==> src/rtl/imem_pkg.sv <==
// Shared constants and types for the loadable instruction memory.
// The all-zero word doubles as the HALT opcode and the value of unwritten words.
package imem_pkg;

  localparam logic [15:0] HALT_WORD = 16'h0000;

  // Fetch and load addresses are byte addresses of halfwords; bit 0 is dropped for the word index.
  localparam int WORD_LSB = 1;

  typedef enum logic [1:0] {
    S_LOAD   = 2'd0,
    S_RUN    = 2'd1,
    S_HALTED = 2'd2
  } state_t;

endpackage

==> src/rtl/imem_array.sv <==
// DEPTH x DATA_W word storage with per-word written bits, one write port
// and one registered read port that returns HALT for unwritten or killed reads.
module imem_array
  import imem_pkg::*;
#(
  parameter int DEPTH  = 32,
  parameter int DATA_W = 16,
  parameter int IDX_W  = 5
) (
  input  logic              clk,
  input  logic              rst_n,
  input  logic              we,
  input  logic [IDX_W-1:0]  waddr,
  input  logic [DATA_W-1:0] wdata,
  input  logic              re,
  input  logic              rkill,
  input  logic [IDX_W-1:0]  raddr,
  output logic [DATA_W-1:0] rdata
);

  logic [DATA_W-1:0] mem [DEPTH];
  logic [DEPTH-1:0]  written;

  // Storage itself is never reset; only the written bits are, so old contents read as HALT.
  always_ff @(posedge clk) begin
    if (we) begin
      mem[waddr] <= wdata;
    end
  end

  always_ff @(posedge clk or negedge rst_n) begin
    if (!rst_n) begin
      written <= '0;
    end else if (we) begin
      written[waddr] <= 1'b1;
    end
  end

  always_ff @(posedge clk or negedge rst_n) begin
    if (!rst_n) begin
      rdata <= '0;
    end else if (re) begin
      rdata <= (rkill || !written[raddr]) ? DATA_W'(HALT_WORD) : mem[raddr];
    end
  end

endmodule

==> src/rtl/imem_loadable.sv <==
// Loadable instruction memory: filled through the load port in LOAD, serves
// one-cycle fetches in RUN, and stops fetching once a HALT word is delivered.
module imem_loadable
  import imem_pkg::*;
#(
  parameter int ADDR_W = 16,
  parameter int DATA_W = 16,
  parameter int DEPTH  = 32
) (
  input  logic              clk,
  input  logic              rst_n,
  input  logic              load_en,
  input  logic              load_we,
  input  logic [ADDR_W-1:0] load_addr,
  input  logic [DATA_W-1:0] load_data,
  input  logic              fetch_req,
  input  logic [ADDR_W-1:0] fetch_addr,
  input  logic              stall,
  output logic [DATA_W-1:0] instr,
  output logic              instr_valid,
  output logic              misaligned,
  output logic              oob,
  output logic              halted
);

  localparam int IDX_W = (DEPTH > 1) ? $clog2(DEPTH) : 1;
  localparam logic [ADDR_W-1:0] DEPTH_L = ADDR_W'(DEPTH);

  state_t state_q;

  logic [ADDR_W-2:0] fetch_word;
  logic [ADDR_W-2:0] load_word;
  logic              fetch_in_range;
  logic              load_in_range;
  logic              fetch_mis;
  logic              halt_now;
  logic              accept;
  logic              wr_en;

  assign fetch_word     = fetch_addr[ADDR_W-1:WORD_LSB];
  assign load_word      = load_addr[ADDR_W-1:WORD_LSB];
  assign fetch_in_range = {1'b0, fetch_word} < DEPTH_L;
  assign load_in_range  = {1'b0, load_word} < DEPTH_L;
  assign fetch_mis      = fetch_addr[0];

  // A HALT result sitting in the output registers counts as halted right away,
  // and it also blocks any further fetch while the FSM moves to HALTED.
  assign halt_now = (state_q == S_RUN) && instr_valid && (instr == DATA_W'(HALT_WORD));
  assign halted   = (state_q == S_HALTED) || halt_now;

  assign accept = (state_q == S_RUN) && fetch_req && !stall && !load_en && !halt_now;
  assign wr_en  = (state_q == S_LOAD) && load_we && !load_addr[0] && load_in_range;

  always_ff @(posedge clk or negedge rst_n) begin
    if (!rst_n) begin
      state_q <= S_LOAD;
    end else if (load_en) begin
      state_q <= S_LOAD;
    end else begin
      case (state_q)
        S_LOAD:   state_q <= S_RUN;
        S_RUN:    state_q <= halt_now ? S_HALTED : S_RUN;
        S_HALTED: state_q <= S_HALTED;
        default:  state_q <= S_LOAD;
      endcase
    end
  end

  // The loader discards any in-flight result; a stall freezes the flags.
  always_ff @(posedge clk or negedge rst_n) begin
    if (!rst_n) begin
      instr_valid <= 1'b0;
      misaligned  <= 1'b0;
      oob         <= 1'b0;
    end else if (load_en) begin
      instr_valid <= 1'b0;
      misaligned  <= 1'b0;
      oob         <= 1'b0;
    end else if (!stall) begin
      instr_valid <= accept;
      misaligned  <= accept && fetch_mis;
      oob         <= accept && !fetch_mis && !fetch_in_range;
    end
  end

  imem_array #(
    .DEPTH  (DEPTH),
    .DATA_W (DATA_W),
    .IDX_W  (IDX_W)
  ) u_array (
    .clk   (clk),
    .rst_n (rst_n),
    .we    (wr_en),
    .waddr (load_word[IDX_W-1:0]),
    .wdata (load_data),
    .re    (accept),
    .rkill (fetch_mis || !fetch_in_range),
    .raddr (fetch_word[IDX_W-1:0]),
    .rdata (instr)
  );

endmodule

==> config.mk <==
export PLATFORM = sky130hd
export DESIGN_NAME = imem_loadable
export DESIGN_NICKNAME = d
export VERILOG_FILES = /design/src/rtl/imem_pkg.sv /design/src/rtl/imem_array.sv /design/src/rtl/imem_loadable.sv
export SDC_FILE = /design/constraint.sdc
export NUM_CORES = 1
export LEC_CHECK = 0
export ABC_AREA = 1
export ABC_CLOCK_PERIOD_IN_PS = 2300
export CAP_MARGIN = 20
export CORE_MARGIN = 8
export CORE_UTILIZATION = 55
export CTS_CLUSTER_DIAMETER = 120
export DETAILED_ROUTE_END_ITERATION = 6
export GPL_ROUTABILITY_DRIVEN = 0
export HOLD_SLACK_MARGIN = 0.08
export PLACE_DENSITY = 0.76
export SLEW_MARGIN = 0
export SYNTH_ARGS = -nofsm -noshare
export SYNTH_HDL_FRONTEND = slang
export SYNTH_HIERARCHICAL = 1
export SYNTH_SLANG_ARGS = --single-unit
==> constraint.sdc <==
create_clock -name clk -period 2.3 [get_ports clk]
set_input_delay 0.345 -clock clk [delete_from_list [all_inputs] [get_ports clk]]
set_output_delay 0.345 -clock clk [all_outputs]
set_load 0.05 [all_outputs]
Fig. 1: clock network drawn from the DEF
The bar under the picture is 50 um long.
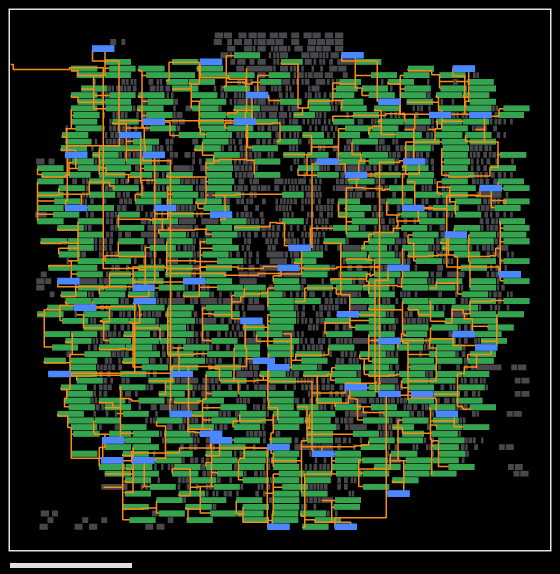
[clock wires] orange | length: 6090 um
[clock drivers] blue | count: 55
[flip-flops] green | count: 565
routed clock nets: 56

Fig. 2: sequential cells colored by netlist name
The bar under the picture is 50 um long. Other sequential cells in the stronger gray, the rest of the logic in the fainter gray.
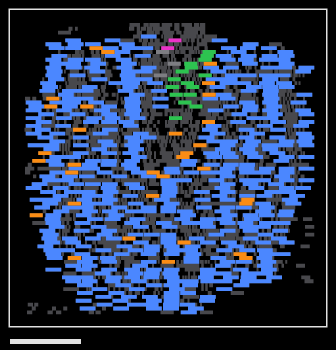
[u_array/rdata] green | flops: 16 | where: north
[u_array/mem] blue | flops: 512 | where: all over the die
[u_array/written] orange | flops: 32
[state_q] magenta | flops: 2
not colored: 3

==> summary.txt <==
CP top delay family = buffers and inverters
R2R depth = 8
Antenna violation net count after detailed routing = 0
Status = completed
CP Capture Point = instr[10]
R2R setup slack = 0.25 ns
CP required = 1.96 ns
Max Slew Vio Count = 0
Finished Layout Cells = 2720
PwrDens = 802.1 nW/um^2
Worst vdd ir = 0.6373 mV
Worst reg2reg path startpoint = state_q[1]$_DFF_PN0_
First-pass DRT Iterations = 6
Hpwl dp = 38.06 mm
Switching share of power = 21.70%
Chip Area, Yosys = 23160 sq um
Cycle use final = 97.00%
Total CTS buffers = 55
Ys cells = 2006
Port bufs = 73
Int Power = 16.96 mW
Combinational share of power = 6.4%
Final hold viol count = 0
Hold/Removal Path Class = in2async
Fig. 3: placement by cell class
The bar under the picture is 50 um long.
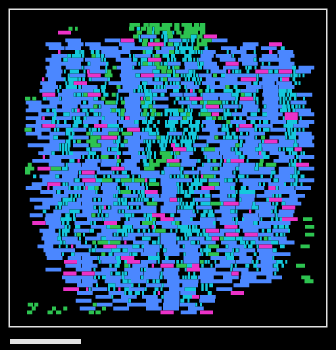
[combinational and other logic] cyan | cells: 1324 | share of their area: 22%
[clock drivers and dummy loads] magenta | cells: 103 | share of their area: 7.0%
[other buffers and delay cells] green | cells: 189 | share of their area: 7.7%
[flops] blue | cells: 565 | share of their area: 63%

Fig. 4: gate-type map
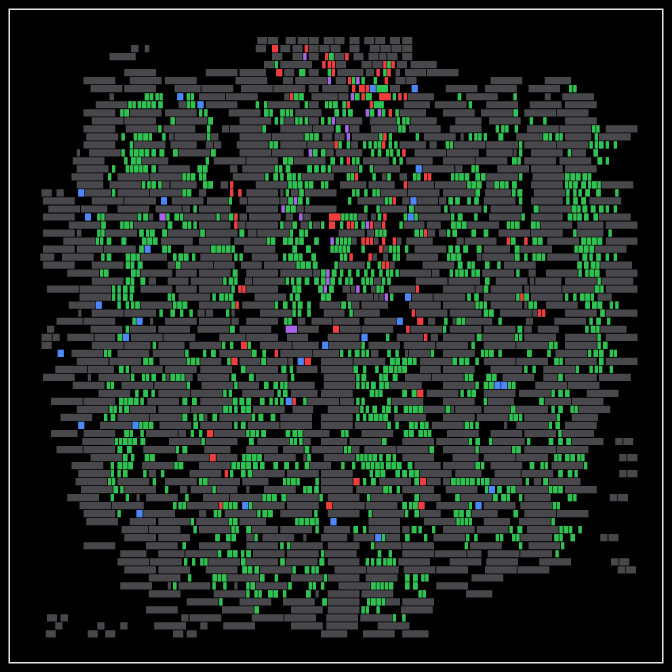
[NAND gates] green | cells: 1167
[NOR gates] red | cells: 87
[AND and OR gates] blue | cells: 31
[inverters] purple | cells: 22

## metal layers
layer / wire, um / up-vias / global-route usage (%)
met5: 0 / - / 0
li1: - / 7246 / -
met1: 22720 / 7854 / 30.66
met4: 2717 / 0 / 11.47
met2: 30210 / 1014 / 41.64
met3: 6222 / 185 / 5.145
## per-stage QoR
stage,instance area [sq um],util (%),TNS (ns)
global placement,25170,60.26,-90.01
CTS,27010,64.68,0
detailed placement,25170,60.26,-52.75
global route,27010,64.68,0
finish,27010,64.68,0
floorplan,23160,-,0
## cells in the mapped netlist (all sizes together)
cell    count  area share (%)
dfrtp      53             5.7
a21oi      10            0.23
nand2     682              11
edfxtp    512              66
inv        20            0.35
o211ai      1           0.032
and2        1           0.027
buf       107             3.0
nor4        2           0.054
nand4       1           0.027
nand3     483              10
clkbuf     10            0.16
or2        30            0.81
o21ai       6            0.13
clkinv      2           0.032
nor2       85             1.5
nand3b      1           0.049
## cells by family (layout without fill, tap and decap cells)
kind of cell	after synthesis	count (layout)
AND-OR/OR-AND	17	17
buffers and inverters	139	314
flip-flops	565	565
AND/OR/NAND/NOR	1285	1285
## how the worst min path moves through the flow
stage / from / end / slack (ns) / cells past startpoint
2_1_floorplan: rst_n / instr_valid$_DFFE_PN0P_ / 0.05 / 0
5_1_grt: rst_n / u_array/rdata[12]$_DFFE_PN0P_ / 0.33 / 3
6_report: rst_n / u_array/rdata[6]$_DFFE_PN0P_ / 0.29 / 3
3_3_place_gp: rst_n / u_array/rdata[5]$_DFFE_PN0P_ / 0.39 / 2
4_1_cts: rst_n / state_q[0]$_DFF_PN0_ / 0.31 / 3
3_5_place_dp: rst_n / state_q[1]$_DFF_PN0_ / 0.39 / 2
## flip-flops by register name, summed over array words and instances, names as in the netlist
signal           cells
state_q              2
u_array/rdata       16
instr_valid          1
u_array/mem        512
misaligned           1
oob                  1
u_array/written     32
## power by group through the flow
stage,Sequential [mW],Combinational [mW],Clock (mW)
after global placement,11.4,1.33,0
after CTS,11.2,1.36,9.18
after floorplan,11.4,0.692,0
after global routing,11.2,1.48,9.57
after detailed placement,11.4,1.35,0
final,11.2,1.39,9.07
## area by class of cell
| class | instances | area (sq um) | area share [%] |
|---|---|---|---|
| sequential | 565 | 16700 | 61.83 |
| multi-input combinational | 1302 | 5669 | 20.99 |
| timing repair buffer | 189 | 2038 | 7.546 |
| clock buffer | 86 | 1647 | 6.096 |
| tap | 539 | 674.4 | 2.497 |
| clock inverter | 17 | 188.9 | 0.6995 |
| inverter | 22 | 92.59 | 0.3428 |
## what timing repair did
action	CTS	global route
endpoints found under the hold margin	53	0
setup endpoints to repair	0	0
setup buffers	0	0
hold buffers	1	0
Power is estimated from default activity; no workload was simulated.
